[src/rtl/lsu_ctrl.sv]
// Load/store sequencer: splits word-crossing accesses into two aligned bus
// transactions, rotates store data into byte lanes and aligns/extends load data.
module lsu_ctrl (
  input  logic        i_clk,
  input  logic        i_rst_n,
  input  logic        i_req_valid,
  output logic        o_req_ready,
  input  logic        i_req_we,
  input  logic [31:0] i_req_addr,
  input  logic [1:0]  i_req_length,
  input  logic        i_req_signed,
  input  logic [31:0] i_req_wdata,
  output logic        o_resp_valid,
  output logic [31:0] o_resp_rdata,
  output logic        o_resp_err,
  output logic        o_bus_req,
  output logic [31:0] o_bus_addr,
  output logic [3:0]  o_bus_we,
  output logic [31:0] o_bus_wdata,
  input  logic        i_bus_ack,
  input  logic [31:0] i_bus_rdata
);

  typedef enum logic [1:0] {StIdle, StAcc0, StAcc1, StResp} state_e;

  state_e      r_state, w_state_next;
  logic [31:0] r_addr, r_wdata, r_lo, r_rdata;
  logic        r_we, r_signed, r_err;
  logic [1:0]  r_len;

  logic        w_accept, w_split, w_done;
  logic [1:0]  w_shift;
  logic [2:0]  w_bytes;
  logic [3:0]  w_end, w_ones;
  logic [7:0]  w_mask;
  logic [4:0]  w_bshift;
  logic [31:0] w_base, w_hi, w_lo, w_t, w_ldata, w_rot;

  assign w_accept = i_req_valid && (r_state == StIdle);
  assign w_shift  = r_addr[1:0];
  assign w_bshift = {w_shift, 3'b000};
  assign w_base   = {r_addr[31:2], 2'b00};

  always_comb begin
    w_bytes = 3'd4;
    w_ones  = 4'b1111;
    case (r_len)
      2'd0:    begin w_bytes = 3'd1; w_ones = 4'b0001; end
      2'd1:    begin w_bytes = 3'd2; w_ones = 4'b0011; end
      default: begin w_bytes = 3'd4; w_ones = 4'b1111; end
    endcase
  end

  assign w_end   = {2'b00, w_shift} + {1'b0, w_bytes};
  assign w_split = w_end > 4'd4;
  assign w_mask  = {4'b0000, w_ones} << w_shift;
  // Rotate left by 8*shift: take the upper half of the doubled word shifted right.
  assign w_rot   = 32'({r_wdata, r_wdata} >> (6'd32 - {1'b0, w_bshift}));

  // In ACC0 the returned word is lo with hi = 0; in ACC1 it is hi.
  assign w_lo = (r_state == StAcc1) ? r_lo : i_bus_rdata;
  assign w_hi = (r_state == StAcc1) ? i_bus_rdata : 32'h0;
  assign w_t  = 32'({w_hi, w_lo} >> w_bshift);

  always_comb begin
    w_ldata = w_t;
    case (r_len)
      2'd0:    w_ldata = {{24{r_signed & w_t[7]}}, w_t[7:0]};
      2'd1:    w_ldata = {{16{r_signed & w_t[15]}}, w_t[15:0]};
      default: w_ldata = w_t;
    endcase
  end

  assign w_done = i_bus_ack && ((r_state == StAcc0 && !w_split) || (r_state == StAcc1));

  always_ff @(posedge i_clk or negedge i_rst_n) begin
    if (!i_rst_n) begin
      r_state <= StIdle;
    end else begin
      r_state <= w_state_next;
    end
  end

  always_comb begin
    w_state_next = r_state;
    case (r_state)
      StIdle: if (w_accept) w_state_next = (i_req_length == 2'd3) ? StResp : StAcc0;
      StAcc0: if (i_bus_ack) w_state_next = w_split ? StAcc1 : StResp;
      StAcc1: if (i_bus_ack) w_state_next = StResp;
      StResp: w_state_next = StIdle;
      default: w_state_next = StIdle;
    endcase
  end

  always_ff @(posedge i_clk or negedge i_rst_n) begin
    if (!i_rst_n) begin
      r_addr   <= 32'h0;
      r_wdata  <= 32'h0;
      r_we     <= 1'b0;
      r_len    <= 2'd0;
      r_signed <= 1'b0;
      r_err    <= 1'b0;
      r_lo     <= 32'h0;
      r_rdata  <= 32'h0;
    end else begin
      if (w_accept) begin
        r_addr   <= i_req_addr;
        r_wdata  <= i_req_wdata;
        r_we     <= i_req_we;
        r_len    <= i_req_length;
        r_signed <= i_req_signed;
        r_err    <= (i_req_length == 2'd3);
        r_rdata  <= 32'h0;
      end
      if (r_state == StAcc0 && i_bus_ack) r_lo <= i_bus_rdata;
      if (w_done) r_rdata <= r_we ? 32'h0 : w_ldata;
    end
  end

  always_comb begin
    o_req_ready  = (r_state == StIdle);
    o_resp_valid = (r_state == StResp);
    o_resp_err   = (r_state == StResp) && r_err;
    o_resp_rdata = r_rdata;
    o_bus_req    = 1'b0;
    o_bus_addr   = 32'h0;
    o_bus_we     = 4'b0000;
    o_bus_wdata  = 32'h0;
    case (r_state)
      StAcc0: begin
        o_bus_req   = 1'b1;
        o_bus_addr  = w_base;
        o_bus_we    = r_we ? w_mask[3:0] : 4'b0000;
        o_bus_wdata = r_we ? w_rot : 32'h0;
      end
      StAcc1: begin
        o_bus_req   = 1'b1;
        o_bus_addr  = w_base + 32'd4;
        o_bus_we    = r_we ? w_mask[7:4] : 4'b0000;
        o_bus_wdata = r_we ? w_rot : 32'h0;
      end
      default: ;
    endcase
  end

endmodule
[config.mk]
export PLATFORM = sky130hd
export DESIGN_NAME = lsu_ctrl
export DESIGN_NICKNAME = d
export VERILOG_FILES = /design/src/rtl/lsu_ctrl.sv
export SDC_FILE = /design/constraint.sdc
export NUM_CORES = 1
export LEC_CHECK = 0
export ABC_AREA = 1
export CELL_PAD_IN_SITES_DETAIL_PLACEMENT = 0
export CELL_PAD_IN_SITES_GLOBAL_PLACEMENT = 1
export CORE_MARGIN = 8
export CORE_UTILIZATION = 32
export DETAILED_ROUTE_END_ITERATION = 10
export PLACE_DENSITY_LB_ADDON = 0.1
export SYNTH_ARGS = -nofsm -noshare
export SYNTH_HDL_FRONTEND = slang
export SYNTH_SLANG_ARGS = --single-unit
[constraint.sdc]
create_clock -name i_clk -period 2.15 [get_ports i_clk]
set_input_delay 0.215 -clock i_clk [delete_from_list [all_inputs] [get_ports i_clk]]
set_output_delay 0.215 -clock i_clk [all_outputs]
set_load 0.05 [all_outputs]
Fig. 1: sequential cells grouped by signal name
Scale bar: 50 um. Other sequential cells in the stronger grey, the rest of the logic in the fainter grey.
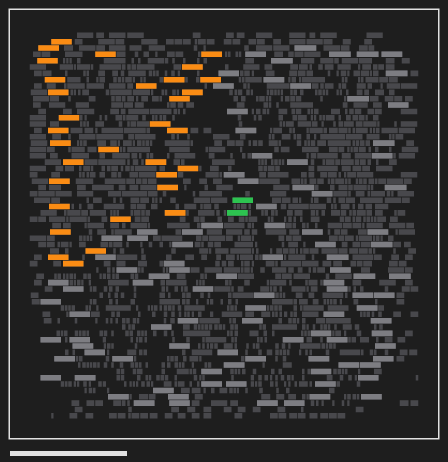
r_wdata: drawn in orange, flops 32. r_len: drawn in green, flops 2.
Another 101 sequential cells are not coloured.
sequential cell area share: 21.0%
final core occ: 58.3%
Reg area: 0.00340 mm^2

Fig. 2: gate-type map
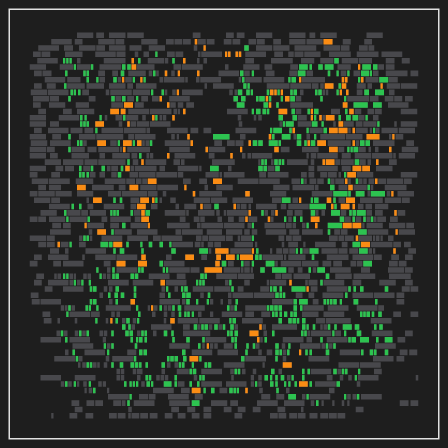
NOR gates: drawn in orange, cells 153, most used nor2_1. NAND gates: drawn in green, cells 519, most used nand2_1, where spread over the die.
most common logic cell in the routed design: nand2_1
Comb area share: 40.2%
tally of non-filler cells in the final layout: 2004

Fig. 3: signal wires by layer
Scale bar: 50 um. Two of the layers only.
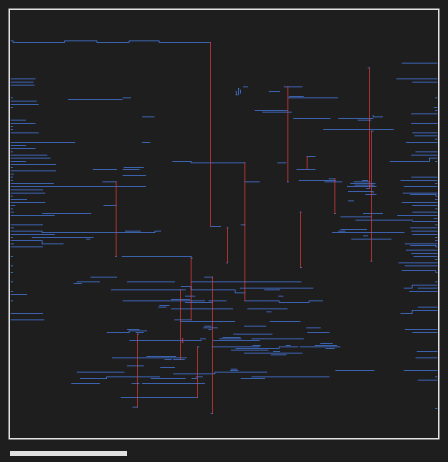
met3: drawn in blue, wire length 2760 um. met4: drawn in red, wire length 547 um.
Routed Wire Length: 39300 um
routed via count: 10300
average wire length per cell after detail routing: 19.6 um
global routing usage summed across all routing layers: 21.8%

==> flow_summary.ini <==
; generated from flow reports
[logic_synthesis]
yosys.stat.seqShare_pct = 37.6
post_synth_xor_area_fraction_pct = 0

[cells_and_area]
filler_cell_count = 2485
antennaDiodeCount = 0
final_layout_size_suffix_gt1_share_pct = 35.3

[route]
met2_wl_post_dr_um = 17800

[clock_tree]
clock.latency.late_pin_ps = 430
tritoncts = yes

[status]
run_status = finished with violations
violations = negative setup slack

[worst_setup_path]
crit_type = register to output port
critical_path_arrival_ps = 2090

[final_timing]
finalWorstSetupSlack_ps = -158
slew_viol_final = 0
setup_violations = 87

[floorplanning]
placementRows = 61

[grt]
grt_first_pass_wirelength_um = 57700
Fig. 4: cell classes on the final placement
Scale bar: 50 um.
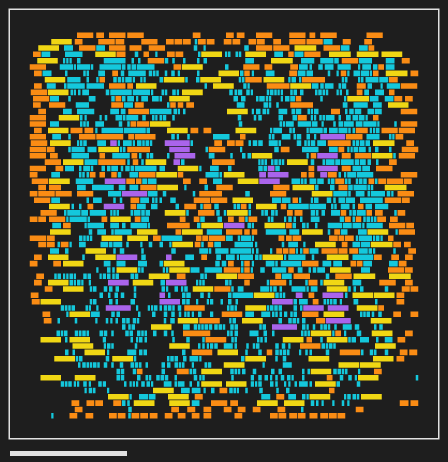
clock drivers and dummy loads: drawn in purple, cells 31. all other logic: drawn in cyan, cells 1098. flip-flops: drawn in yellow, cells 135. other buffers and delay cells: drawn in orange, cells 362.

Fig. 5: routing congestion
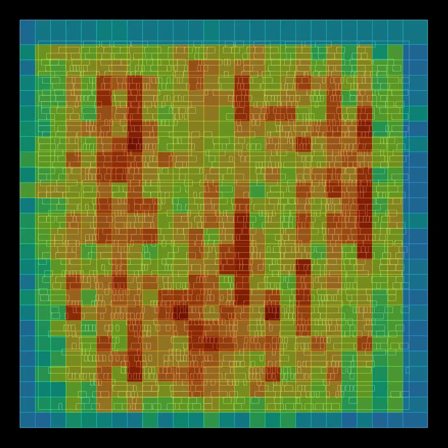
GR met2 Demand/Resource: 33.8%
grt peak-use layer: met2
met1 track demand over resource in global routing: 31.0%
met3 layer usage reported by global route: 4.21%

## what timing repair did
| item | CTS | global route |
|---|---|---|
| cloned | 9 | 12 |
| hold endpoints to repair | 48 | 0 |
| pin swaps | 51 | 79 |
| hold buffers | 1 | 0 |
| setup buffers | 45 | 31 |
| gates resized | 188 | 184 |
| endpoints found under the setup margin | 65 | 98 |
## flip-flops by register name, indices dropped and copies added (netlist names)
name	count
r_wdata	32
r_len	2
r_state	2
o_resp_rdata	32
r_addr	32
r_signed	1
r_err	1
r_lo	32
r_we	1
## critical path, cell delays in order (launching register included)
cell	delay, ps
dfrtp_2	420
inv_4	50
ha_4	330
inv_8	60
nor2_4	120
inv_4	90
or2_4	240
a31oi_4	180
buf_12	160
